Fig. 1: supply network
The bar under the picture is 20 µm long. Pins as bars on the die edge. Tap cells in gray.
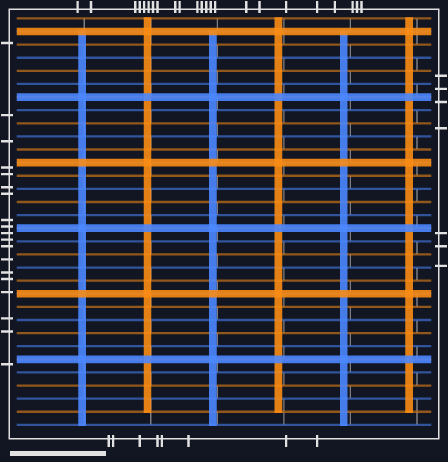
Fig. 2: clock network drawn from the DEF
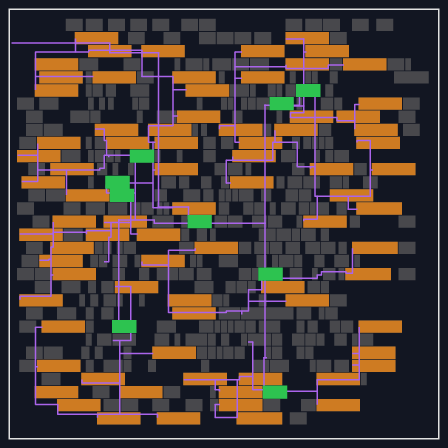
Fig. 3: cells colored by class
The bar under the picture is 20 µm long.
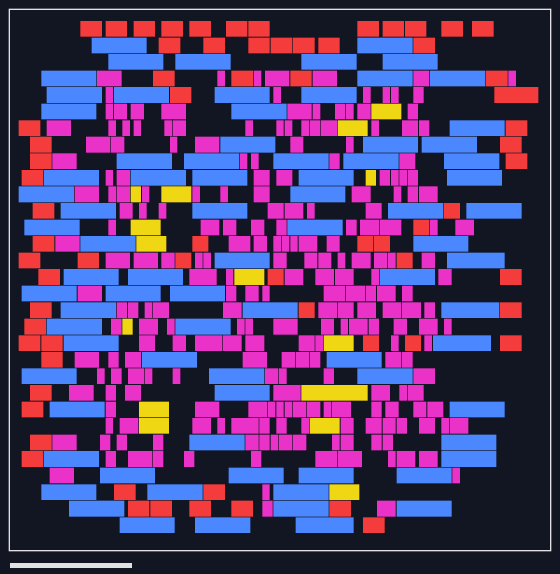
==> src/rtl/vga_dac_pkg.sv <==
// Shared VGA timing defaults, pattern mode encoding and colour bar table.
package vga_dac_pkg;

  // Default 640x480 @ 60 Hz timing (25.175 MHz pixel clock)
  localparam int H_ACTIVE_DEF = 640;
  localparam int H_FP_DEF     = 16;
  localparam int H_SYNC_DEF   = 96;
  localparam int H_BP_DEF     = 48;
  localparam int V_ACTIVE_DEF = 480;
  localparam int V_FP_DEF     = 10;
  localparam int V_SYNC_DEF   = 2;
  localparam int V_BP_DEF     = 33;

  // Counter width, wide enough for any practical line or frame length
  localparam int CNT_W = 12;

  typedef enum logic [1:0] {
    MODE_BLACK = 2'b00,
    MODE_BARS  = 2'b01,
    MODE_RAMP  = 2'b10,
    MODE_SOLID = 2'b11
  } vga_mode_e;

  // Colour bars left to right as {R,G,B}: white, yellow, cyan, green,
  // magenta, red, blue, black
  localparam logic [23:0] BAR_TABLE [8] = '{
    24'hFFFFFF, 24'hFFFF00, 24'h00FFFF, 24'h00FF00,
    24'hFF00FF, 24'hFF0000, 24'h0000FF, 24'h000000
  };

endpackage

==> src/rtl/vga_timing.sv <==
// Horizontal/vertical raster counters with sync and blanking decode.
// Decoded terms are combinational from the current counter values; the
// parent registers them so every output shares one cycle of latency.
module vga_timing
  import vga_dac_pkg::*;
#(
  parameter int H_ACTIVE = H_ACTIVE_DEF,
  parameter int H_FP     = H_FP_DEF,
  parameter int H_SYNC   = H_SYNC_DEF,
  parameter int H_BP     = H_BP_DEF,
  parameter int V_ACTIVE = V_ACTIVE_DEF,
  parameter int V_FP     = V_FP_DEF,
  parameter int V_SYNC   = V_SYNC_DEF,
  parameter int V_BP     = V_BP_DEF
) (
  input  logic             clk,
  input  logic             rst,
  output logic [CNT_W-1:0] hc,
  output logic [CNT_W-1:0] vc,
  output logic             hblank,
  output logic             vblank,
  output logic             hsync_n,
  output logic             vsync_n,
  output logic             frame_origin,
  output logic             frame_last
);

  localparam int HT = H_ACTIVE + H_FP + H_SYNC + H_BP;
  localparam int VT = V_ACTIVE + V_FP + V_SYNC + V_BP;

  localparam logic [CNT_W-1:0] H_LAST     = CNT_W'(HT - 1);
  localparam logic [CNT_W-1:0] V_LAST     = CNT_W'(VT - 1);
  localparam logic [CNT_W-1:0] H_BLANK_AT = CNT_W'(H_ACTIVE);
  localparam logic [CNT_W-1:0] V_BLANK_AT = CNT_W'(V_ACTIVE);
  localparam logic [CNT_W-1:0] HS_FIRST   = CNT_W'(H_ACTIVE + H_FP);
  localparam logic [CNT_W-1:0] HS_LAST    = CNT_W'(H_ACTIVE + H_FP + H_SYNC - 1);
  localparam logic [CNT_W-1:0] VS_FIRST   = CNT_W'(V_ACTIVE + V_FP);
  localparam logic [CNT_W-1:0] VS_LAST    = CNT_W'(V_ACTIVE + V_FP + V_SYNC - 1);

  logic [CNT_W-1:0] hc_q, hc_d;
  logic [CNT_W-1:0] vc_q, vc_d;

  // Next raster position: hc wraps every line, vc advances only on hc wrap
  always_comb begin
    hc_d = hc_q + CNT_W'(1);
    vc_d = vc_q;
    if (hc_q == H_LAST) begin
      hc_d = '0;
      if (vc_q == V_LAST) vc_d = '0;
      else                vc_d = vc_q + CNT_W'(1);
    end
  end

  // Raster position registers, cleared straight back to the frame origin
  always_ff @(posedge clk or posedge rst) begin
    if (rst) begin
      hc_q <= '0;
      vc_q <= '0;
    end else begin
      hc_q <= hc_d;
      vc_q <= vc_d;
    end
  end

  // Sync, blank and frame-boundary decode of the current position
  always_comb begin
    hc           = hc_q;
    vc           = vc_q;
    hblank       = (hc_q >= H_BLANK_AT);
    vblank       = (vc_q >= V_BLANK_AT);
    hsync_n      = !((hc_q >= HS_FIRST) && (hc_q <= HS_LAST));
    vsync_n      = !((vc_q >= VS_FIRST) && (vc_q <= VS_LAST));
    frame_origin = (hc_q == '0) && (vc_q == '0);
    frame_last   = (hc_q == H_LAST) && (vc_q == V_LAST);
  end

endmodule

==> src/rtl/vga_dac_sequencer.sv <==
// Test-pattern generator feeding three 8-bit R2R DACs. Mode and solid colour
// are sampled once per frame so a pattern never tears mid-frame.
module vga_dac_sequencer
  import vga_dac_pkg::*;
#(
  parameter int H_ACTIVE = H_ACTIVE_DEF,
  parameter int H_FP     = H_FP_DEF,
  parameter int H_SYNC   = H_SYNC_DEF,
  parameter int H_BP     = H_BP_DEF,
  parameter int V_ACTIVE = V_ACTIVE_DEF,
  parameter int V_FP     = V_FP_DEF,
  parameter int V_SYNC   = V_SYNC_DEF,
  parameter int V_BP     = V_BP_DEF
) (
  input  logic        clk,
  input  logic        rst,
  input  logic [1:0]  mode,
  input  logic [23:0] solid_rgb,
  output logic [7:0]  dr,
  output logic [7:0]  dg,
  output logic [7:0]  db,
  output logic        hsync,
  output logic        vsync,
  output logic        hblank,
  output logic        vblank,
  output logic        frame_start
);

  // Bar width and ramp band edges are constants, so the bar index and band
  // come from plain comparisons rather than a divider
  localparam int               BAR_W = H_ACTIVE / 8;
  localparam logic [CNT_W-1:0] BAND1 = CNT_W'(V_ACTIVE / 3);
  localparam logic [CNT_W-1:0] BAND2 = CNT_W'((2 * V_ACTIVE) / 3);

  logic [CNT_W-1:0] hc, vc;
  logic             t_hblank, t_vblank, t_hsync_n, t_vsync_n;
  logic             t_origin, t_last;

  vga_timing #(
    .H_ACTIVE (H_ACTIVE), .H_FP (H_FP), .H_SYNC (H_SYNC), .H_BP (H_BP),
    .V_ACTIVE (V_ACTIVE), .V_FP (V_FP), .V_SYNC (V_SYNC), .V_BP (V_BP)
  ) u_timing (
    .clk          (clk),
    .rst          (rst),
    .hc           (hc),
    .vc           (vc),
    .hblank       (t_hblank),
    .vblank       (t_vblank),
    .hsync_n      (t_hsync_n),
    .vsync_n      (t_vsync_n),
    .frame_origin (t_origin),
    .frame_last   (t_last)
  );

  vga_mode_e   mode_q, mode_d;
  logic [23:0] rgb_q, rgb_d;
  logic [23:0] pix_q, pix_d;
  logic        hsync_q, hsync_d;
  logic        vsync_q, vsync_d;
  logic        hblank_q, hblank_d;
  logic        vblank_q, vblank_d;
  logic        frame_start_q, frame_start_d;

  logic [2:0]  bar_idx;
  logic [23:0] ramp_rgb;
  logic [23:0] pattern_rgb;

  // Sample pattern settings only on the very last pixel of the frame
  always_comb begin
    mode_d = mode_q;
    rgb_d  = rgb_q;
    if (t_last) begin
      mode_d = vga_mode_e'(mode);
      rgb_d  = solid_rgb;
    end
  end

  // Pattern generation and blanking for the current raster position
  always_comb begin
    bar_idx = '0;
    for (int k = 1; k < 8; k++) begin
      if (hc >= CNT_W'(k * BAR_W)) bar_idx = 3'(k);
    end

    if (vc < BAND1)      ramp_rgb = {hc[7:0], 16'h0000};
    else if (vc < BAND2) ramp_rgb = {8'h00, hc[7:0], 8'h00};
    else                 ramp_rgb = {16'h0000, hc[7:0]};

    case (mode_q)
      MODE_BARS:  pattern_rgb = BAR_TABLE[bar_idx];
      MODE_RAMP:  pattern_rgb = ramp_rgb;
      MODE_SOLID: pattern_rgb = rgb_q;
      default:    pattern_rgb = '0;
    endcase

    pix_d         = (t_hblank || t_vblank) ? 24'h000000 : pattern_rgb;
    hsync_d       = t_hsync_n;
    vsync_d       = t_vsync_n;
    hblank_d      = t_hblank;
    vblank_d      = t_vblank;
    frame_start_d = t_origin;
  end

  // Output and settings registers; reset drives the idle, fully blanked state
  always_ff @(posedge clk or posedge rst) begin
    if (rst) begin
      mode_q        <= MODE_BLACK;
      rgb_q         <= '0;
      pix_q         <= '0;
      hsync_q       <= 1'b1;
      vsync_q       <= 1'b1;
      hblank_q      <= 1'b1;
      vblank_q      <= 1'b1;
      frame_start_q <= 1'b0;
    end else begin
      mode_q        <= mode_d;
      rgb_q         <= rgb_d;
      pix_q         <= pix_d;
      hsync_q       <= hsync_d;
      vsync_q       <= vsync_d;
      hblank_q      <= hblank_d;
      vblank_q      <= vblank_d;
      frame_start_q <= frame_start_d;
    end
  end

  assign dr          = pix_q[23:16];
  assign dg          = pix_q[15:8];
  assign db          = pix_q[7:0];
  assign hsync       = hsync_q;
  assign vsync       = vsync_q;
  assign hblank      = hblank_q;
  assign vblank      = vblank_q;
  assign frame_start = frame_start_q;

endmodule

==> config.mk <==
export PLATFORM = sky130hd
export DESIGN_NAME = vga_dac_sequencer
export DESIGN_NICKNAME = d
export VERILOG_FILES = /design/src/rtl/vga_dac_pkg.sv /design/src/rtl/vga_timing.sv /design/src/rtl/vga_dac_sequencer.sv
export SDC_FILE = /design/constraint.sdc
export NUM_CORES = 1
export LEC_CHECK = 0
export CORE_UTILIZATION = 48
export CTS_CLUSTER_DIAMETER = 100
export DETAILED_ROUTE_END_ITERATION = 16
export PLACE_DENSITY_LB_ADDON = 0.12
export SLEW_MARGIN = 20
export SYNTH_ARGS = -nofsm -noshare
export SYNTH_HDL_FRONTEND = slang
export SYNTH_SLANG_ARGS = --single-unit
==> constraint.sdc <==
create_clock -name clk -period 2.6 [get_ports clk]
set_input_delay 0.52 -clock clk [delete_from_list [all_inputs] [get_ports clk]]
set_output_delay 0.52 -clock clk [all_outputs]
set_load 0.02 [all_outputs]
==> impl_metrics.csv <==
group,metric,value,unit
route,met2_length,3730,µm
cts,clock_sinks,79,
placement,io_buffers,56,
critical_path,regToRegEndpoint,"rgb_q[4]$_DFFE_PP0P_",
cts,cts_tree,"yes",
global_routing,grt_first_pass_wirelength,13300,µm
cts,clkSlewWorstSetupHoldPaths,70,ps
critical_path,reg2reg_depth,7,
cts,post_cts_buffers,0,
final_layout,final_cells,498,
synthesis,ff_type,"dfrtp_1",
synthesis,most_common_cell,"dfrtp_1",
sta,worstMarginPinSlew,655,ps
route,routed_wl,7990,µm
power_and_ir_drop,seq_power,1.23,mW
synthesis,syn_avg_cell_area,10.7,µm²
floorplan,initial_core_util,49.8,%
route,wl_met3,388,µm
synthesis,synthAdderAreaFrac,1.66,%
power_and_ir_drop,p_sw,0.446,mW
sta,final-hold-violation-count,0,
critical_path,crit_path_end_kind,"flip-flop",
route,vias,2764,
sta,rsz0062_at_grt,"no",
final_layout,area_growth,23.8,%
global_routing,antenna_found_initial,0,
sta,fmax,416,MHz
sta,hold_slack,488,ps
worst_hold_path,min-delay-start,"rgb_q[19]$_DFFE_PP0P_",
power_and_ir_drop,p_leak,1.89,nW
global_routing,busiest_layer,"met2",
placement,post-place-ws,299,ps
route,vias_per_cell,5.55,
cts,h-tree-depth,3,
power_and_ir_drop,seqPwrFrac,55.8,%
critical_path,crit_end,"rgb_q[4]$_DFFE_PP0P_",
cts,post_cts_resized,0,
outcome,outcome,"finished, final reports clean",
placement,gp_congestion,0.854,
global_routing,grt_pass1_vias,2680,
final_layout,drive_above_1_share,9.52,%
placement,dp.cells,483,
synthesis,edf_count,0,
route,wl_per_cell,16.0,µm
-- Fig. 1 (at the start) --
VSS -> blue
VDD -> orange
signal pins = 57
rows = 31
met5 straps = 6
met4 straps = 6
die width: 88.8 µm
Core Region: 0.00725 mm²
chip height: 88.8 µm

-- Fig. 2 (at the start) --
cells driving clock nets -> green  # count 9
clock wires -> purple  # length 915 µm
flip-flops -> orange  # count 79
flops lie = spread over the die
routed clock nets = 10
Clock Skew: 7.56 ps
clk pwr: 0.903 mW
power share of the clock group: 41.1%
clk latency late pin: 340 ps

-- Fig. 3 (at the start) --
other buffers and delay cells -> red  # cells 68
all other logic -> magenta  # cells 237
clock drivers and dummy loads -> yellow  # cells 15
flip-flops -> blue  # cells 79
Final Util: 61.7%
Seq/total area: 44.3%
row count: 31
cell area after layout: 0.00448 mm²

-- cell type report --
class | instances | area [µm²] | share of cell area [%]
flip-flops and latches | 79 | 1980 | 44.3
multi-input cells | 230 | 1490 | 33.2
repair buffers | 68 | 663 | 14.8
clock buffers | 11 | 151 | 3.38
well taps | 99 | 124 | 2.77
clock inverters | 4 | 45.0 | 1.01
inverters | 7 | 26.3 | 0.587
-- registers in the layout, summed over array words and instances (netlist names) --
name and flops:
vsync 1, pix_q 24, mode_q 2, frame_start 1, rgb_q 24, hblank 1, u_timing.hc 12, hsync 1
u_timing.vc 12, vblank 1
-- worst max-delay path, delay by kind of cell, from the launching register on --
family / cells / cell delay, ps
muxes: 1 / 340
DFF: 1 / 430
adders and majority gates: 1 / 160
and+or+nand+nor: 3 / 1000
buffers and inverters: 2 / 340
No activity file was given, so power comes from the tool's default toggle rates.
